`config.mk`:
```
export PLATFORM = sky130hd
export DESIGN_NAME = countdown_timer
export DESIGN_NICKNAME = d
export VERILOG_FILES = /design/src/rtl/countdown_timer.sv
export SDC_FILE = /design/constraint.sdc
export NUM_CORES = 1
export LEC_CHECK = 0
export ABC_AREA = 1
export CAP_MARGIN = 20
export CORE_MARGIN = 8
export CORE_UTILIZATION = 52
export CTS_CLUSTER_DIAMETER = 200
export DETAILED_ROUTE_END_ITERATION = 8
export GPL_TIMING_DRIVEN = 0
export PLACE_DENSITY = 0.9
export SLEW_MARGIN = 25
export SYNTH_ARGS = -nofsm -noshare
export SYNTH_HDL_FRONTEND = slang
export SYNTH_SLANG_ARGS = --single-unit
```
`constraint.sdc`:
```
create_clock -name clk -period 4.4 [get_ports clk]
set_input_delay 0.88 -clock clk [delete_from_list [all_inputs] [get_ports clk]]
set_output_delay 0.88 -clock clk [all_outputs]
set_load 0.01 [all_outputs]
```
`src/rtl/countdown_timer.sv`:
```
// BCD countdown timer: loads a preset mm:ss.cc, decrements it to 00:00.00
// and raises a one-cycle alarm.
module countdown_timer #(
    parameter int TICK_DIV = 1
) (
    input  logic        clk,
    input  logic        clr,
    input  logic        load,
    input  logic [23:0] set_time,
    input  logic        start,
    input  logic        pause,
    output logic [3:0]  mh,
    output logic [3:0]  ml,
    output logic [3:0]  sh,
    output logic [3:0]  sl,
    output logic [3:0]  msh,
    output logic [3:0]  msl,
    output logic        running,
    output logic        done,
    output logic        alarm,
    output logic        load_err
);

    localparam int            PW        = (TICK_DIV > 1) ? $clog2(TICK_DIV) : 1;
    localparam logic [PW-1:0] PRESC_MAX = PW'(TICK_DIV - 1);

    typedef enum logic [1:0] {S_IDLE, S_RUN, S_PAUSE, S_DONE} state_t;

    typedef struct packed {
        logic [3:0] mh;
        logic [3:0] ml;
        logic [3:0] sh;
        logic [3:0] sl;
        logic [3:0] msh;
        logic [3:0] msl;
    } bcd_time_t;

    state_t        state, state_n;
    bcd_time_t     cnt, cnt_n, cnt_dec;
    logic [PW-1:0] presc, presc_n;
    logic          alarm_n, load_err_n;
    logic          tick, cnt_zero;

    function automatic logic time_valid(input bcd_time_t t);
        return (t.mh <= 4'd5) && (t.ml <= 4'd9) && (t.sh <= 4'd5) &&
               (t.sl <= 4'd9) && (t.msh <= 4'd9) && (t.msl <= 4'd9);
    endfunction

    // Borrow ripples from hundredths up to minutes within one edge; the
    // caller guarantees the count is nonzero, so nothing wraps below zero.
    function automatic bcd_time_t dec_time(input bcd_time_t t);
        bcd_time_t r;
        r = t;
        if (t.msl != 4'd0) r.msl = t.msl - 4'd1;
        else begin
            r.msl = 4'd9;
            if (t.msh != 4'd0) r.msh = t.msh - 4'd1;
            else begin
                r.msh = 4'd9;
                if (t.sl != 4'd0) r.sl = t.sl - 4'd1;
                else begin
                    r.sl = 4'd9;
                    if (t.sh != 4'd0) r.sh = t.sh - 4'd1;
                    else begin
                        r.sh = 4'd5;
                        if (t.ml != 4'd0) r.ml = t.ml - 4'd1;
                        else begin
                            r.ml = 4'd9;
                            r.mh = t.mh - 4'd1;
                        end
                    end
                end
            end
        end
        return r;
    endfunction

    assign tick     = (presc == PRESC_MAX);
    assign cnt_dec  = dec_time(cnt);
    assign cnt_zero = (cnt == '0);

    always_comb begin
        // NOTE: every output of this block gets a default first so no path
        // leaves a value unassigned and no latch is inferred.
        state_n    = state;
        cnt_n      = cnt;
        presc_n    = presc;
        alarm_n    = 1'b0;
        load_err_n = 1'b0;

        if (load && state != S_RUN) begin
            if (time_valid(bcd_time_t'(set_time))) begin
                cnt_n   = bcd_time_t'(set_time);
                state_n = S_IDLE;
                presc_n = '0;
            end else begin
                load_err_n = 1'b1;
            end
        end else begin
            case (state)
                S_RUN: begin
                    if (pause) begin
                        state_n = S_PAUSE;
                    end else if (tick) begin
                        presc_n = '0;
                        cnt_n   = cnt_dec;
                        if (cnt_dec == '0) begin
                            state_n = S_DONE;
                            alarm_n = 1'b1;
                        end
                    end else begin
                        presc_n = presc + PW'(1);
                    end
                end
                S_IDLE: begin
                    if (start && !cnt_zero) begin
                        state_n = S_RUN;
                        presc_n = '0;
                    end
                end
                // Resuming keeps the partial prescaler count from before the pause.
                S_PAUSE: begin
                    if (start && !cnt_zero) state_n = S_RUN;
                end
                default: ;
            endcase
        end
    end

    // NOTE: clr is sampled on the clock edge (synchronous), and all state
    // uses non-blocking assignments so every register updates together.
    always_ff @(posedge clk) begin
        if (clr) begin
            state    <= S_IDLE;
            cnt      <= '0;
            presc    <= '0;
            alarm    <= 1'b0;
            load_err <= 1'b0;
        end else begin
            state    <= state_n;
            cnt      <= cnt_n;
            presc    <= presc_n;
            alarm    <= alarm_n;
            load_err <= load_err_n;
        end
    end

    assign {mh, ml, sh, sl, msh, msl} = cnt;
    assign running = (state == S_RUN);
    assign done    = (state == S_DONE);

endmodule

```
==> results_dict.tcl <==
# implementation run metrics
set metrics [dict create \
    comb_power_share 0.561 \
    syn_area_mm2 0.00200 \
    synth_area_per_cell_um2 6.27 \
    grt_start_max_net_pins 15 \
    power_leakage_nw 1.18 \
    route.antenna.remaining_nets 0 \
    number_of_buffers_inserted_during_clock_tree_synthesis 3 \
    route.vias.total 2417 \
    antennaDiodeCount 0 \
    max-vdd-ir-drop_mv 0.274 \
    num_rows 22 \
    numSynthFlops 28 \
    path_cells "clkdlybuf4s50_1 > inv_1 > nor2_2 > inv_2 > a31oi_1 > inv_2 > nand2_1 > buf_2 > a21oi_1 > a221oi_1" \
    antenna_found_initial 0 \
    yosys-top-cells-area "dfxtp_1 28%, nand2_1 13%, a21oi_1 11%" \
    timing.max_cap.violations 0 \
    yosys_warnings 0 \
    hpwlAfterDp_um 4850 \
    tightest_slew_ps 601 \
    worst_hold_startpoint "state[1]" \
    finalWorstPathRequiredPeriod_ps 2780 \
    grt_setup_unrepaired "false" \
    timing.rr.start "msl[0]" \
    grtUsageTotal 0.204 \
    cts_setup_buffers 0 \
    power_share_of_the_sequential_group 0.307 \
    clk_pin_slew_ps 100 \
    critical_path.slowest_cell "clkdlybuf4s50_1" \
    critical_path_sink_type "register" \
    synth.top_cell.area_share 0.280 \
    warning_count 28 \
    worst_path_most_repeated_cell "inv_2" \
    number_of_pins_exceeding_their_max_slew_limit_in_the_final_report 0 \
    cts.root.buffer_cell "clkbuf_8" \
    fin_hold_ws_ps 490 \
    synth_cell_type_count 32 \
    drt_wl_total_um 6250 \
    htreeDepth 1 \
    yosys_cells 319 \
    yosysTopAreaCell "dfxtp_1" \
    setup.worst_path.start "load" \
    dr.pass1.iters 5 \
    gp_congestion 0.907 \
    cts_resized 0 \
    gr-usage-met3 0.0456 \
    slew_headroom 0.599 \
    num-nets-final 413 \
    worst_r2r_path_depth 16 \
    crit_type "input port to register" \
    yosys.stat.chipArea_mm2 0.00200 \
    worst_hold_path_type "register to register" \
    global_route_wire_length_before_repair_um 10400 \
    hold_fix_buffers_at_cts 0 \
    final-hold-violation-count 0 \
    clock-sinks 28 \
    routed_wire_length_per_instance_um 14.7 \
    first_iter_violations 281 \
    fp_util 0.542 \
    met2_usage 0.344 \
    grt_pass1_vias 2219 \
    netlist_instances 319 \
    num-fill-cells 335 \
    power-per-cell-area_mw_per_mm2 415 \
    max_freq_mhz 360 \
    setup_failing_eps_final 0 \
    status "finished clean" \
    tritoncts_clock_tree "yes" \
]
## cell usage after synthesis (all sizes together)
cell    instances
clkinv          1
buf             5
a211oi          5
or2             1
o21ai          21
nor3b           1
o22ai           1
nand3          25
nand3b          1
clkbuf          6
o211a           1
ha              4
a21oi          42
inv            39
o221ai          1
nor3            2
dfxtp          28
nor2           47
nand4           5
a221oi          7
nand2          75
a31oi           1
## cell type report
type | instances | area [um2] | area share
Clock buffer | 3 | 41.3 | 0.0155
Tap cell | 48 | 60.1 | 0.0226
Inverter | 40 | 150 | 0.0564
Sequential cell | 28 | 561 | 0.211
Multi-Input combinational cell | 240 | 1230 | 0.462
Timing Repair Buffer | 56 | 561 | 0.211
Buffer | 11 | 58.8 | 0.0221
## layout by cell type (no fill, tap or decap), types with 4 or more instances in the layout
master and n:
clkdlybuf4s50_1 56, a221oi_1 7, nor2_1 40, clkbuf_1 5, a211oi_1 5, buf_2 4, nand2_1 69, inv_1 36
nand2_2 5, nand4_1 5, o21ai_0 20, a21oi_1 42, dfxtp_1 28, nand3_1 22, ha_1 4
## registers in the layout (all words and copies together) (netlist names)
name / count
mh: 4
ml: 4
msh: 4
msl: 4
sh: 4
sl: 4
state: 2
alarm: 1
load_err: 1
## routing by layer
layer	part of all wire	up-vias
met5	0	-
met3	0.093	18
li1	-	1185
met4	0.025	0
met2	0.47	127
met1	0.41	1087
## power by group through the flow
stage	combinational (mW)	sequential, mW	clock, mW
after floorplan	0.394	0.352	0
after global placement	0.596	0.341	0
after detailed placement	0.607	0.343	0
after CTS	0.610	0.338	0.148
after global routing	0.688	0.344	0.156
final	0.619	0.339	0.146
## cells by family (layout without fill, tap and decap cells)
| logic type | Yosys count | in the layout | synth area share |
|---|---|---|---|
| simple gates | 157 | 157 | 0.368 |
| compound gates | 79 | 79 | 0.223 |
| buf+inv | 51 | 110 | 0.104 |
| flops | 28 | 28 | 0.280 |
| fa+ha+maj | 4 | 4 | 0.0250 |
## critical path, delay by kind of cell
family,cells,cell delay [ps]
buffers and inverters,5,1000
AOI/OAI and AO/OA,3,550
and+or+nand+nor,2,540
## metrics by stage
stage | utilization | cell area [um2] | cells
floorplan | - | 2000 | 319
global placement | 0.711 | 2620 | 423
detailed placement | 0.711 | 2620 | 423
CTS | 0.722 | 2660 | 426
global route | 0.722 | 2660 | 426
finish | 0.722 | 2660 | 426
## path summary, 6_finish.rpt
| check | endpoint | slack [ps] |
|---|---|---|
| setup reg to reg | state[1] | 2110 |
| hold / removal | state[1] | 490 |
| setup / recovery | mh[1] | 1620 |
| hold reg to reg | state[1] | 490 |
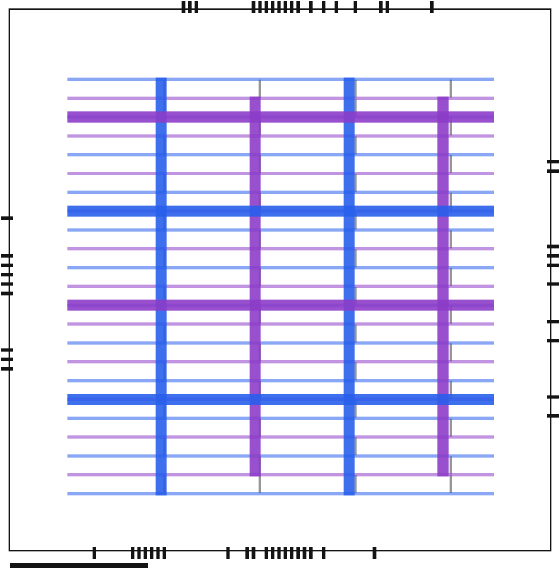
power_grid.png
Bar = 20 um. Pins as bars on the die edge. Tap cells in grey.
[purple] VDD
[blue] VSS
met1 rails: 23
tap cells: 48
rows: 22
Core ar.: 0.00369 mm2
Die Span Y: 78.0 um

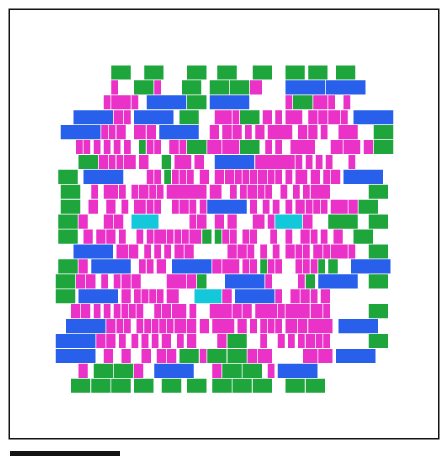
placement_by_type.png
Bar = 20 um.
[green] other buffers and delay cells | cells: 67
[blue] flops | cells: 28
[magenta] combinational and other logic | cells: 280
[cyan] clock drivers | cells: 3
post-layout utilization of the core: 0.722
flop share of the area: 0.211
area of all placed cells without fillers: 0.00266 mm2

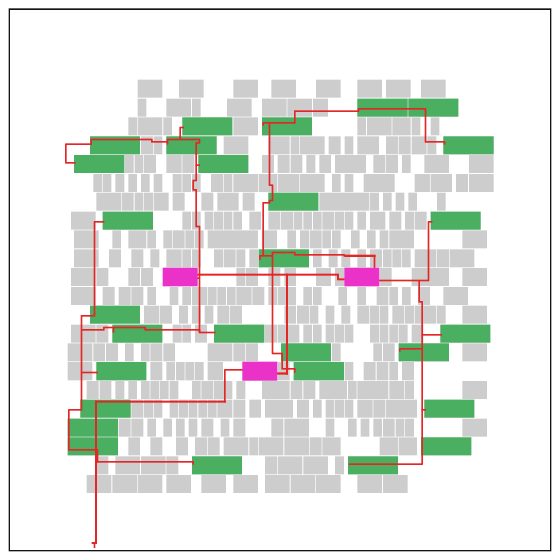
clk_routes.png
[red] clock wires | length: 392 um
[green] flip-flops | count: 28
[magenta] clock drivers | count: 3
routed clock nets: 4
Fin Clk Skew: 7.21 ps
clock group share of total power: 0.132
insertion delay of the later-clocked pin in the worst-skew pair: 280 ps
power attributed to the clock group: 0.146 mW

Power is estimated from default activity; no workload was simulated.
